## src/rtl/vive_pkg.sv

```systemverilog
// Shared definitions for the pulse timestamper: default field widths,
// synchronizer latency, FSM state encoding and the record layout.
package vive_pkg;

    localparam int TS_WIDTH_DEF   = 32;
    localparam int WIDTH_BITS_DEF = 16;
    localparam int MIN_PULSE_DEF  = 3;
    localparam int FIFO_DEPTH_DEF = 4;

    // Cycles between envelope_in being captured by the first synchronizer
    // flop and the FSM seeing it; subtracted from the counter at the edge.
    localparam int SYNC_LATENCY = 2;

    typedef enum logic {
        ST_IDLE = 1'b0,
        ST_HIGH = 1'b1
    } pulse_state_e;

    // Record layout for the default widths: timestamp in the upper bits,
    // width in the lower bits. Other widths keep the same {ts, width} order.
    typedef struct packed {
        logic [TS_WIDTH_DEF-1:0]   timestamp;
        logic [WIDTH_BITS_DEF-1:0] width;
    } pulse_rec_t;

endpackage

```

## src/rtl/pulse_fifo.sv

```systemverilog
// Synchronous first-word-fall-through queue for pulse records.
// DEPTH must be a power of two and at least 2. A push while full is accepted
// only if a pop happens in the same cycle; otherwise it is ignored.
module pulse_fifo
    import vive_pkg::*;
#(
    parameter int DATA_W = TS_WIDTH_DEF + WIDTH_BITS_DEF,
    parameter int DEPTH  = FIFO_DEPTH_DEF
) (
    input  logic              clk,
    input  logic              reset,
    input  logic              push,
    input  logic [DATA_W-1:0] push_data,
    input  logic              pop,
    output logic [DATA_W-1:0] pop_data,
    output logic              full,
    output logic              empty
);

    localparam int AW = $clog2(DEPTH);

    logic [DATA_W-1:0] mem_q [DEPTH];
    logic [AW:0]       wr_ptr_q, wr_ptr_d;
    logic [AW:0]       rd_ptr_q, rd_ptr_d;
    logic              do_push;
    logic              do_pop;

    assign empty    = (wr_ptr_q == rd_ptr_q);
    assign full     = (wr_ptr_q[AW] != rd_ptr_q[AW]) &&
                      (wr_ptr_q[AW-1:0] == rd_ptr_q[AW-1:0]);
    assign pop_data = mem_q[rd_ptr_q[AW-1:0]];

    // Decide which transfers happen this cycle and advance the pointers.
    always_comb begin
        do_pop   = pop && !empty;
        do_push  = push && (!full || do_pop);
        wr_ptr_d = wr_ptr_q + (do_push ? (AW+1)'(1) : (AW+1)'(0));
        rd_ptr_d = rd_ptr_q + (do_pop  ? (AW+1)'(1) : (AW+1)'(0));
    end

    // Pointer registers; the queue is emptied by resetting them.
    always_ff @(posedge clk) begin
        if (reset) begin
            wr_ptr_q <= '0;
            rd_ptr_q <= '0;
        end else begin
            wr_ptr_q <= wr_ptr_d;
            rd_ptr_q <= rd_ptr_d;
        end
    end

    // Storage write; contents need no reset since empty masks them.
    always_ff @(posedge clk) begin
        if (do_push) begin
            mem_q[wr_ptr_q[AW-1:0]] <= push_data;
        end
    end

endmodule

```

## src/rtl/pulse_timestamper.sv

```systemverilog
// Photodiode pulse timestamper: synchronizes envelope_in, timestamps each
// rising edge against a free-running counter, measures the high time and
// queues {timestamp, width} records for a valid/ready consumer.
// Optional macro PULSE_TIMESTAMPER_DROP_COUNT_EN enables the saturating
// drop counter; without it drop_count is constant zero.
module pulse_timestamper
    import vive_pkg::*;
#(
    parameter int TS_WIDTH   = TS_WIDTH_DEF,
    parameter int WIDTH_BITS = WIDTH_BITS_DEF,
    parameter int MIN_PULSE  = MIN_PULSE_DEF,
    parameter int FIFO_DEPTH = FIFO_DEPTH_DEF
) (
    input  logic                  clk_96MHz,
    input  logic                  reset,
    input  logic                  envelope_in,
    output logic                  out_valid,
    input  logic                  out_ready,
    output logic [TS_WIDTH-1:0]   out_timestamp,
    output logic [WIDTH_BITS-1:0] out_width,
    output logic [15:0]           drop_count
);

    localparam int                    REC_W     = TS_WIDTH + WIDTH_BITS;
    localparam logic [WIDTH_BITS-1:0] WIDTH_MAX = '1;

    logic                  sync1_q, sync1_d;
    logic                  sync2_q, sync2_d;
    logic [1:0]            primed_q, primed_d;
    logic                  armed_q, armed_d;
    logic [TS_WIDTH-1:0]   ts_q, ts_d;
    pulse_state_e          state_q, state_d;
    logic [TS_WIDTH-1:0]   pulse_ts_q, pulse_ts_d;
    logic [WIDTH_BITS-1:0] width_q, width_d;

    logic                  record_done;
    logic                  fifo_push;
    logic                  fifo_full;
    logic                  fifo_empty;
    logic [REC_W-1:0]      fifo_wdata;
    logic [REC_W-1:0]      fifo_rdata;

    // Next-state logic: synchronizer, counter, arming and the pulse FSM.
    always_comb begin
        sync1_d     = envelope_in;
        sync2_d     = sync1_q;
        primed_d    = {primed_q[0], 1'b1};
        ts_d        = ts_q + TS_WIDTH'(1);
        // Only a genuinely sampled low arms the detector, so a level that is
        // already high when reset releases cannot start a pulse.
        armed_d     = armed_q | (primed_q[1] & ~sync2_q);
        state_d     = state_q;
        pulse_ts_d  = pulse_ts_q;
        width_d     = width_q;
        record_done = 1'b0;
        case (state_q)
            ST_IDLE: begin
                if (armed_q && sync2_q) begin
                    state_d    = ST_HIGH;
                    pulse_ts_d = ts_q - TS_WIDTH'(SYNC_LATENCY);
                    width_d    = WIDTH_BITS'(1);
                end
            end
            ST_HIGH: begin
                if (sync2_q) begin
                    if (width_q != WIDTH_MAX) begin
                        width_d = width_q + WIDTH_BITS'(1);
                    end
                end else begin
                    state_d     = ST_IDLE;
                    record_done = (width_q >= WIDTH_BITS'(MIN_PULSE));
                end
            end
            default: begin
                state_d = ST_IDLE;
            end
        endcase
    end

    // State registers for synchronizer, counter and pulse tracking.
    always_ff @(posedge clk_96MHz) begin
        if (reset) begin
            sync1_q    <= 1'b0;
            sync2_q    <= 1'b0;
            primed_q   <= 2'b00;
            armed_q    <= 1'b0;
            ts_q       <= '0;
            state_q    <= ST_IDLE;
            pulse_ts_q <= '0;
            width_q    <= '0;
        end else begin
            sync1_q    <= sync1_d;
            sync2_q    <= sync2_d;
            primed_q   <= primed_d;
            armed_q    <= armed_d;
            ts_q       <= ts_d;
            state_q    <= state_d;
            pulse_ts_q <= pulse_ts_d;
            width_q    <= width_d;
        end
    end

    // A finished record enters the queue unless the queue is full and the
    // consumer is not draining it this cycle.
    assign fifo_push  = record_done && (!fifo_full || out_ready);
    assign fifo_wdata = {pulse_ts_q, width_q};

    pulse_fifo #(
        .DATA_W (REC_W),
        .DEPTH  (FIFO_DEPTH)
    ) u_fifo (
        .clk       (clk_96MHz),
        .reset     (reset),
        .push      (fifo_push),
        .push_data (fifo_wdata),
        .pop       (out_ready),
        .pop_data  (fifo_rdata),
        .full      (fifo_full),
        .empty     (fifo_empty)
    );

    assign out_valid     = !fifo_empty;
    assign out_timestamp = fifo_rdata[REC_W-1:WIDTH_BITS];
    assign out_width     = fifo_rdata[WIDTH_BITS-1:0];

`ifdef PULSE_TIMESTAMPER_DROP_COUNT_EN
    logic        record_drop;
    logic [15:0] drop_cnt_q, drop_cnt_d;

    // Count records lost to a full queue, saturating at all-ones.
    always_comb begin
        record_drop = record_done && fifo_full && !out_ready;
        drop_cnt_d  = drop_cnt_q;
        if (record_drop && (drop_cnt_q != 16'hFFFF)) begin
            drop_cnt_d = drop_cnt_q + 16'd1;
        end
    end

    // Drop counter register.
    always_ff @(posedge clk_96MHz) begin
        if (reset) begin
            drop_cnt_q <= 16'd0;
        end else begin
            drop_cnt_q <= drop_cnt_d;
        end
    end

    assign drop_count = drop_cnt_q;
`else
    assign drop_count = 16'd0;
`endif

endmodule

```

## config.mk

```make
export PLATFORM = sky130hd
export DESIGN_NAME = pulse_timestamper
export DESIGN_NICKNAME = d
export VERILOG_FILES = /design/src/rtl/vive_pkg.sv /design/src/rtl/pulse_fifo.sv /design/src/rtl/pulse_timestamper.sv
export SDC_FILE = /design/constraint.sdc
export NUM_CORES = 1
export LEC_CHECK = 0
export CAP_MARGIN = 20
export CORE_UTILIZATION = 45
export CTS_CLUSTER_DIAMETER = 120
export DETAILED_ROUTE_END_ITERATION = 10
export MAX_ROUTING_LAYER = met4
export PLACE_DENSITY = 0.67
export SYNTH_ARGS = -nofsm -noshare
export SYNTH_HDL_FRONTEND = slang
export SYNTH_SLANG_ARGS = --single-unit
```

## constraint.sdc

```tcl
create_clock -name clk_96MHz -period 7.3 [get_ports clk_96MHz]
set_input_delay 1.095 -clock clk_96MHz [delete_from_list [all_inputs] [get_ports clk_96MHz]]
set_output_delay 1.095 -clock clk_96MHz [all_outputs]
set_load 0.02 [all_outputs]
```

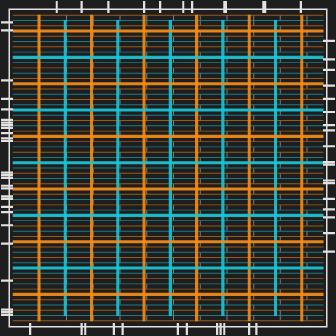
Figure 1: run 1, floorplan with the power grid.
Pins as bars on the die edge. Tap cells in grey.
[cyan] VDD
[orange] VSS
tap cells: 330
rows: 58
met1 rails: 59
met5 straps: 11
Max VDD drop: 0.1324 mV
Core ar.: 25330 sq um
die height: 163.2 um
die width: 163.2 um

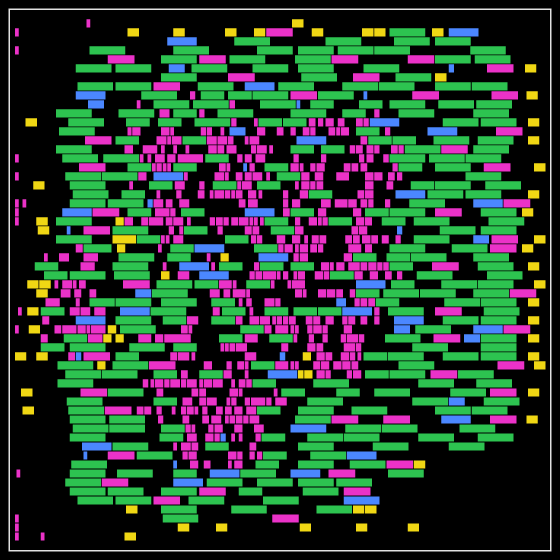
Figure 2: run 1, placed cells, one colour a class.
[yellow] remaining buffers and delay cells | cells: 63 | share of their area: 4.7%
[blue] clock drivers and dummy loads | cells: 52 | share of their area: 7.4%
[magenta] remaining logic cells | cells: 485 | share of their area: 29%
[green] registers | cells: 284 | share of their area: 59%
Core Util, Final: 0.5290
final instance area: 13400 sq um
fraction of area in registers: 0.5682
Rows: 58

==> changes_impl.md, run 1 <==
### Physical design

- CTS hold repair buffers: 0
- Post-Synth XOR/XNOR Area: 0.01723
- CP top delay family: buffers and inverters
- Vias per std cell: around 5.7
- First-pass GRT wire length: 35540 um
- Complex Gates by Area: 0.06679
- Status: finished, final reports clean
- Num CTS Buffers: 28
- Uppermost layer routed: met4
- Area share of the largest cell type after synthesis: 0.4932
- Via count: 6938
- WL met1: between 10000 and 15000 um
- Flops after synth: between 200 and 300
- Combinational Area: around 3800 sq um
- TritonCTS clock tree: built
- Dpl cells: approximately 1200
- Synth Seq Share: 0.6508
- Worst path cell trace: buf_4 > xor2_1 > nor2_1 > nand2_1 > clkdlybuf4s50_1
- Worst EP required: 6.20 ns
- Seq pwr share: 0.530
- Cell Int Power: 0.002604 W
- Logic Gate Count: ~470
- Drc violations: 0
- Area grow syn2layout: 14.60%
- Top logic family: simple AND/OR/NAND/NOR gates
- Initial Util: 0.4616
- Synth Instances: ~830
- Final Wtd Congestion: approximately 0.82
- Slew Limit Headroom: 0.3443
- PnR worst setup slack: about 3.4 ns
- Cell area after synthesis: 11690 sq um
- YS warnings: 0
- Final Non-Filler Cells: 1214
- Switch share: 0.1952
- Layout cells sized above 1: 0.1459
- Nets: around 900
- Unique cell types: around 54
- Worst-margin pin slew: around 0.98 ns
- Max reg flops: around 190
- Fill cells: between 2000 and 2500
- Worst hold-check path type: reg2reg
- Max incr delay on CP: ~0.70 ns
- Synth top cells by count: 192 x edfxtp_1, 92 x dfxtp_1, 48 x mux4_2
- Seq_cells: approximately 280
- Most frequent logic cell in the layout: edfxtp_1
- Max-capacitance violation count: 0
- Static Leak: 4.497 nW
- WS Path Type: reg2out
- I/O Pins: 69
- Max frequency: between 200 and 300 MHz
- Grt ovf: 0
- Port Buffers: between 50 and 60
- WHS: roughly 0.46 ns
- Htree depth: 1
- Setup WS pre-CTS: 3.873 ns
- Post-CTS Repair Setup Buffers: 0
- Worst EP arrival: 2.84 ns
- Clk buf depth: 3
- Largest class: flip-flops and latches
- Final Max Tran Viols: 0
- Invs w/o clock: 12
- Power Combinational: approximately 0.000063 W
- Hold Path Origin: primed_q[0]
- RSZ-0062 raised after global routing: false
- Layout clock area frac: 0.07145
- Die area: approximately 27000 sq um
- Yosys top cell by instances: edfxtp_1
- CP max-delay cell: dfxtp_2
- Cts repair resizes: 0
- Levels on crit path: 5
- Log Warnings: 27
- Met1 usage: 0.2500
- Reg2reg setup slack: ~3.9 ns
- Taps Inserted: 330
- Final hold vios: 0
- YS chip area: 11690 sq um
- Fraction of area in multi-input gates: 0.2806
- Total power: around 0.0032 W
- Setup violations, final: 0
- Placed cell areas: between 10000 and 15000 sq um
- Crit path launch: u_fifo.rd_ptr_q[1]
- Worst-path clk slew: around 0.060 ns
- Post-synth EDFFs: about 190
- Pwr Density: 241.6 nW/um^2
- Logic gate share of total power: 0.019
- Synth async-reset ratio: 0
- Worst Setup EP: out_valid
- Largest net degree at the start of global routing: between 60 and 70
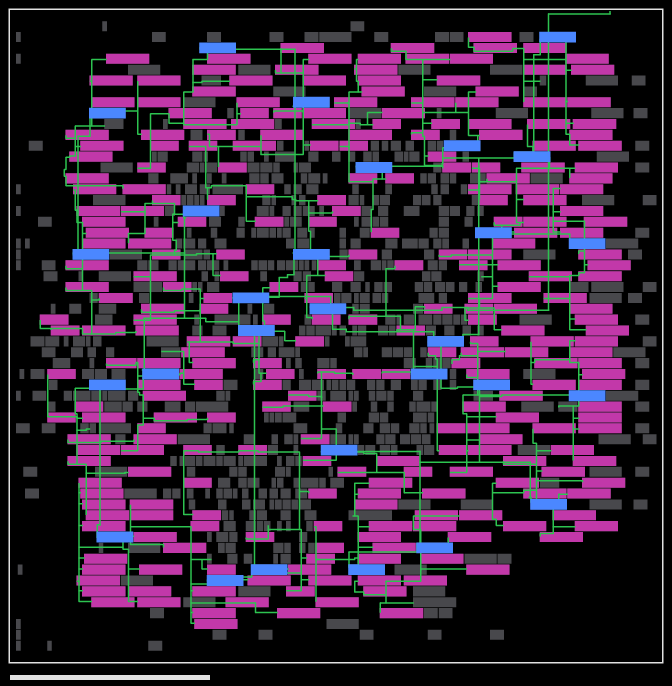
Figure 3: run 1, clock network drawn from the DEF.
The bar under the picture is 50 um long.
[magenta] flip-flops | count: 284
[green] clock wires | length: 3190 um
[blue] clock-net drivers | count: 28
flops lie: spread over the die
routed clock nets: 29
Clock Skew: 0.01710 ns
clock power share: 0.451
Clock Power: 0.00146 W
Late-Pin Clk Latency: 0.54 ns

==> run 2: changes to the inputs <==
--- a/config.mk
+++ b/config.mk
@@ -10,7 +10,7 @@
 export CTS_CLUSTER_DIAMETER = 120
 export DETAILED_ROUTE_END_ITERATION = 10
 export MAX_ROUTING_LAYER = met4
-export PLACE_DENSITY = 0.67
+export PLACE_DENSITY = 0.69
 export SYNTH_ARGS = -nofsm -noshare
 export SYNTH_HDL_FRONTEND = slang
 export SYNTH_SLANG_ARGS = --single-unit
==> constraint.sdc (replaced) <==
create_clock -name clk_96MHz -period 3.5 [get_ports clk_96MHz]
set_input_delay 0.525 -clock clk_96MHz [delete_from_list [all_inputs] [get_ports clk_96MHz]]
set_output_delay 0.525 -clock clk_96MHz [all_outputs]
set_load 0.02 [all_outputs]
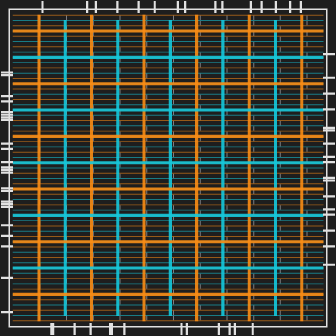
Figure 4: run 2, floorplan with the power grid.
Pins as bars on the die edge. Tap cells in grey.
[orange] VSS
[cyan] VDD
met4 straps: 11
signal pins: 69
rows: 58
Max VDD drop: 0.3388 mV

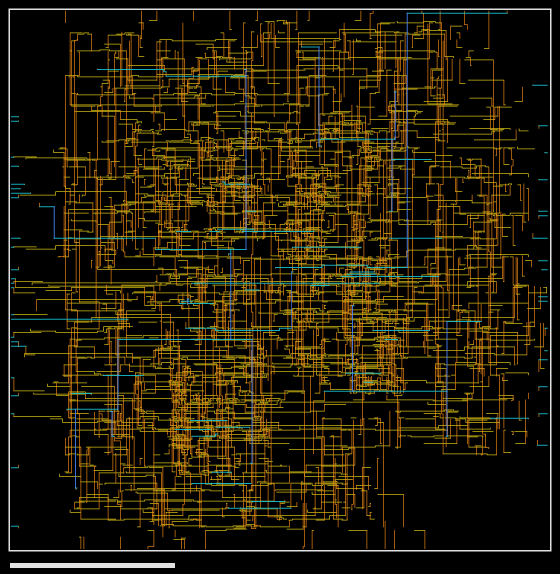
Figure 5: run 2, metal layers overlaid.
The bar under the picture is 50 um long.
[orange] M2 | wire length: 10400 um
[blue] M4 | wire length: 401 um
[yellow] M1 | wire length: 10500 um
[cyan] M3 | wire length: 850 um
GRT Total Usage: 0.1758
via count: 6922
WL final: 22120 um
DR WL/cell: 18.16 um

==> run 2 against run 1 <==
  * Utilization rose by 0.36 points
  * Clock skew increased by 0.0018 ns
  * Clock power is 120% higher
  * Largest power group unchanged
  * Critical path type unchanged
  * Largest cell class unchanged
  * Total power up 110%
==> changes_impl.md, run 2 <==
### Physical design

- Met1 usage: 0.2446 (-0.005492)
- Fraction of area in multi-input gates: 0.2787 (-0.001899)
- YS chip area: 11690 sq um (unchanged)
- Reg2reg setup slack: 0.85 ns (-3.06 ns)
- Placed cell areas: 12490 sq um (+0.60%)
- Core ar.: 25330 sq um (unchanged)
- Total power: 0.006877 W (+110%)
- Cell area after synthesis: 11690 sq um (unchanged)
- Pwr Density: 509.9 nW/um^2 (+110%)
- Die area: 26630 sq um (unchanged)
- Late-Pin Clk Latency: 0.54 ns (about the same)
- WS Path Type: reg2out
- Final Wtd Congestion: 0.8110 (-0.55%)
- Clock Power: 0.00316 W (+120%)
- Log Warnings: 28 (+3.7%)
- Levels on crit path: 3 (-2)
- Port Buffers: 52 (unchanged)
- Final Non-Filler Cells: 1218 (+0.33%)
- Uppermost layer routed: met4
- First-pass GRT wire length: 35630 um (+0.25%)
- Top logic family: simple AND/OR/NAND/NOR gates
- Hold Path Origin: reset
- Htree depth: 1 (unchanged)
- Worst Setup EP: out_width[1]
- Invs w/o clock: 12 (unchanged)
- Max-capacitance violation count: 0 (unchanged)
- Core Util, Final: 0.5326 (+0.003606)
- YS warnings: 0 (unchanged)
- Post-CTS Repair Setup Buffers: 0 (unchanged)
- Power Combinational: 0.000138 W (+120%)
- Logic Gate Count: 473 (unchanged)
- Cts repair resizes: 0 (unchanged)
- Seq_cells: 284 (unchanged)
- Logic gate share of total power: 0.020 (about the same)
- Worst-path clk slew: 0.06 ns (about the same)
- CP top delay family: buffers and inverters
- Final hold vios: 0 (unchanged)
- Flops after synth: 284 (unchanged)
- Unique cell types: 54 (unchanged)
- PnR worst setup slack: 0.3768 ns (-2.990 ns)
- Cell Int Power: 0.005529 W (+110%)
- WL met1: 10510 um (-3.1%)
- Final Max Tran Viols: 0 (unchanged)
- Fill cells: 2071 (-1.1%)
- Max frequency: ~320 MHz
- WHS: 0.3339 ns (-0.1255 ns)
- Synth Instances: 826 (unchanged)
- Largest net degree at the start of global routing: 61 (-6.2%)
- TritonCTS clock tree: built
- Taps Inserted: 330 (unchanged)
- Crit path launch: u_fifo.rd_ptr_q[0]
- I/O Pins: 69 (unchanged)
- Vias per std cell: 5.683 (-0.56%)
- Grt ovf: 0 (unchanged)
- Post-Synth XOR/XNOR Area: 0.01723 (unchanged)
- Setup violations, final: 0 (unchanged)
- Layout cells sized above 1: 0.1520 (+0.006099)
- Max reg flops: 192 (unchanged)
- Status: finished, final reports clean
- Dpl cells: 1166 (+0.43%)
- CTS hold repair buffers: 0 (unchanged)
- Die height: 163.2 um (unchanged)
- Synth Seq Share: 0.6508 (unchanged)
- Worst path cell trace: buf_12 > mux4_2 > clkdlybuf4s50_1
- Die width: 163.2 um (unchanged)
- Combinational Area: 3759 sq um (unchanged)
- Clock power share: 0.460 (+0.009)
- Seq pwr share: 0.520 (-0.010)
- Worst EP required: 2.97 ns (-3.23 ns)
- Num CTS Buffers: 28 (unchanged)
- Fraction of area in registers: 0.5644 (-0.003846)
- Synth top cells by count: 192 x edfxtp_1, 92 x dfxtp_1, 48 x mux4_2
- Synth async-reset ratio: 0 (unchanged)
- Setup WS pre-CTS: 0.7794 ns (-3.094 ns)
==> run 3: changes to the inputs <==
--- a/config.mk
+++ b/config.mk
@@ -5,7 +5,6 @@
 export SDC_FILE = /design/constraint.sdc
 export NUM_CORES = 1
 export LEC_CHECK = 0
-export CAP_MARGIN = 20
 export CORE_UTILIZATION = 45
 export CTS_CLUSTER_DIAMETER = 120
 export DETAILED_ROUTE_END_ITERATION = 10
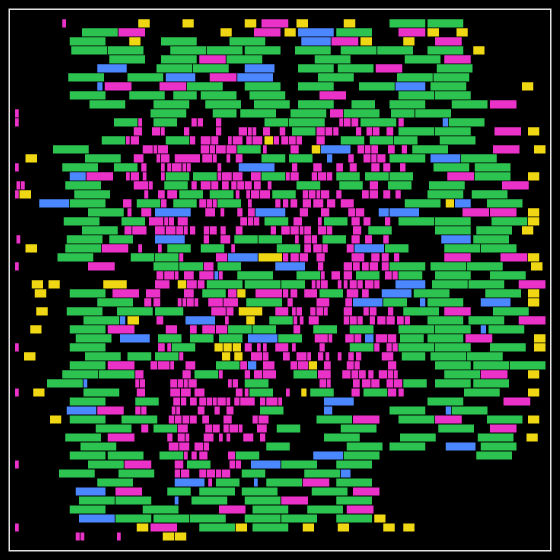
Figure 6: run 3, placed cells, one colour a class.
[yellow] remaining buffers and delay cells | cells: 67 | share of their area: 5.1%
[blue] clock drivers and dummy loads | cells: 52 | share of their area: 7.6%
[magenta] remaining logic cells | cells: 485 | share of their area: 29%
[green] registers | cells: 284 | share of their area: 58%
Core Util, Final: 0.5326
final instance area: 13490 sq um
fraction of area in registers: 0.5644

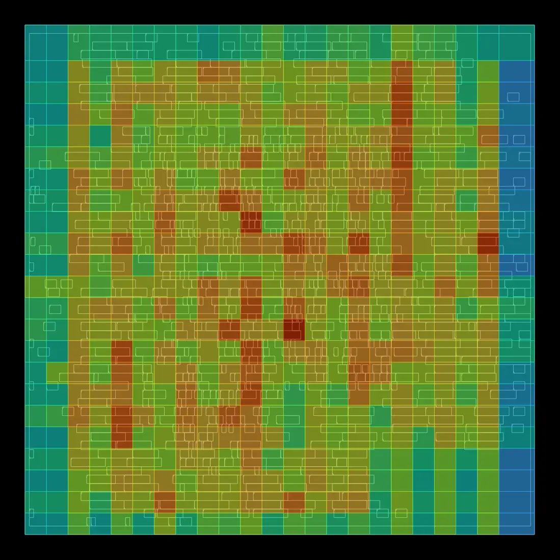
Figure 7: run 3, routing congestion map.
M2 GR Usage: 0.2720
M3 GR Usage: 0.02463

==> run 3 against run 2 <==
  * Fmax unchanged
  * Clock power about the same
  * Critical path depth unchanged
  * Worst setup slack unchanged
  * Global-route usage unchanged
  * First-iteration DRC count unchanged
  * Non-clock buffer count unchanged
  * Clock-buffer cell count unchanged
  * Via count unchanged
  * Hold slack unchanged
  * Routed wire length unchanged
  * Final cell count unchanged
  * Critical endpoint unchanged
  * Highest routed layer unchanged
==> changes_impl.md, run 3 <==
### Physical design

- Power Combinational: 0.000138 W (about the same)
- Seq_cells: 284 (unchanged)
- Total power: 0.006877 W (unchanged)
- Flops after synth: 284 (unchanged)
- Max frequency: 320.2 MHz (unchanged)
- Final Non-Filler Cells: 1218 (unchanged)
- Setup WS pre-CTS: 0.7794 ns (unchanged)
- Logic Gate Count: 473 (unchanged)
- Status: finished, final reports clean
- Max-capacitance violation count: 0 (unchanged)
- DR WL/cell: 18.16 um (unchanged)
- Final Max Tran Viols: 0 (unchanged)
- WL final: 22120 um (unchanged)
- First-pass GRT wire length: 35630 um (unchanged)
- Cell area after synthesis: 11690 sq um (unchanged)
- Worst path cell trace: buf_12 > mux4_2 > clkdlybuf4s50_1
- WHS: 0.3339 ns (unchanged)
- Worst EP required: 2.97 ns (about the same)
- Via count: 6922 (unchanged)
- Late-Pin Clk Latency: 0.54 ns (about the same)
- Grt ovf: 0 (unchanged)
- Clock Power: 0.00316 W (about the same)
- Seq pwr share: 0.520 (about the same)
- Reg2reg setup slack: 0.85 ns (about the same)
- TritonCTS clock tree: built
- Hold Path Origin: reset
- Fill cells: 2071 (unchanged)
- Crit path launch: u_fifo.rd_ptr_q[0]
- Taps Inserted: 330 (unchanged)
- Max VDD drop: 0.3388 mV (unchanged)
- Logic gate share of total power: 0.020 (about the same)
- Post-Synth XOR/XNOR Area: 0.01723 (unchanged)
- Log Warnings: 28 (unchanged)
- Final hold vios: 0 (unchanged)
- Post-CTS Repair Setup Buffers: 0 (unchanged)
- Max reg flops: 192 (unchanged)
- Placed cell areas: 12490 sq um (unchanged)
- Combinational Area: 3759 sq um (unchanged)
- Met1 usage: 0.2446 (unchanged)
- Unique cell types: 54 (unchanged)
- Worst-path clk slew: 0.06 ns (about the same)
- Cell Int Power: 0.005529 W (unchanged)
- Synth top cells by count: 192 x edfxtp_1, 92 x dfxtp_1, 48 x mux4_2
- WS Path Type: reg2out
- Die height: 163.2 um (unchanged)
No activity file was given, so power comes from the tool's default toggle rates.
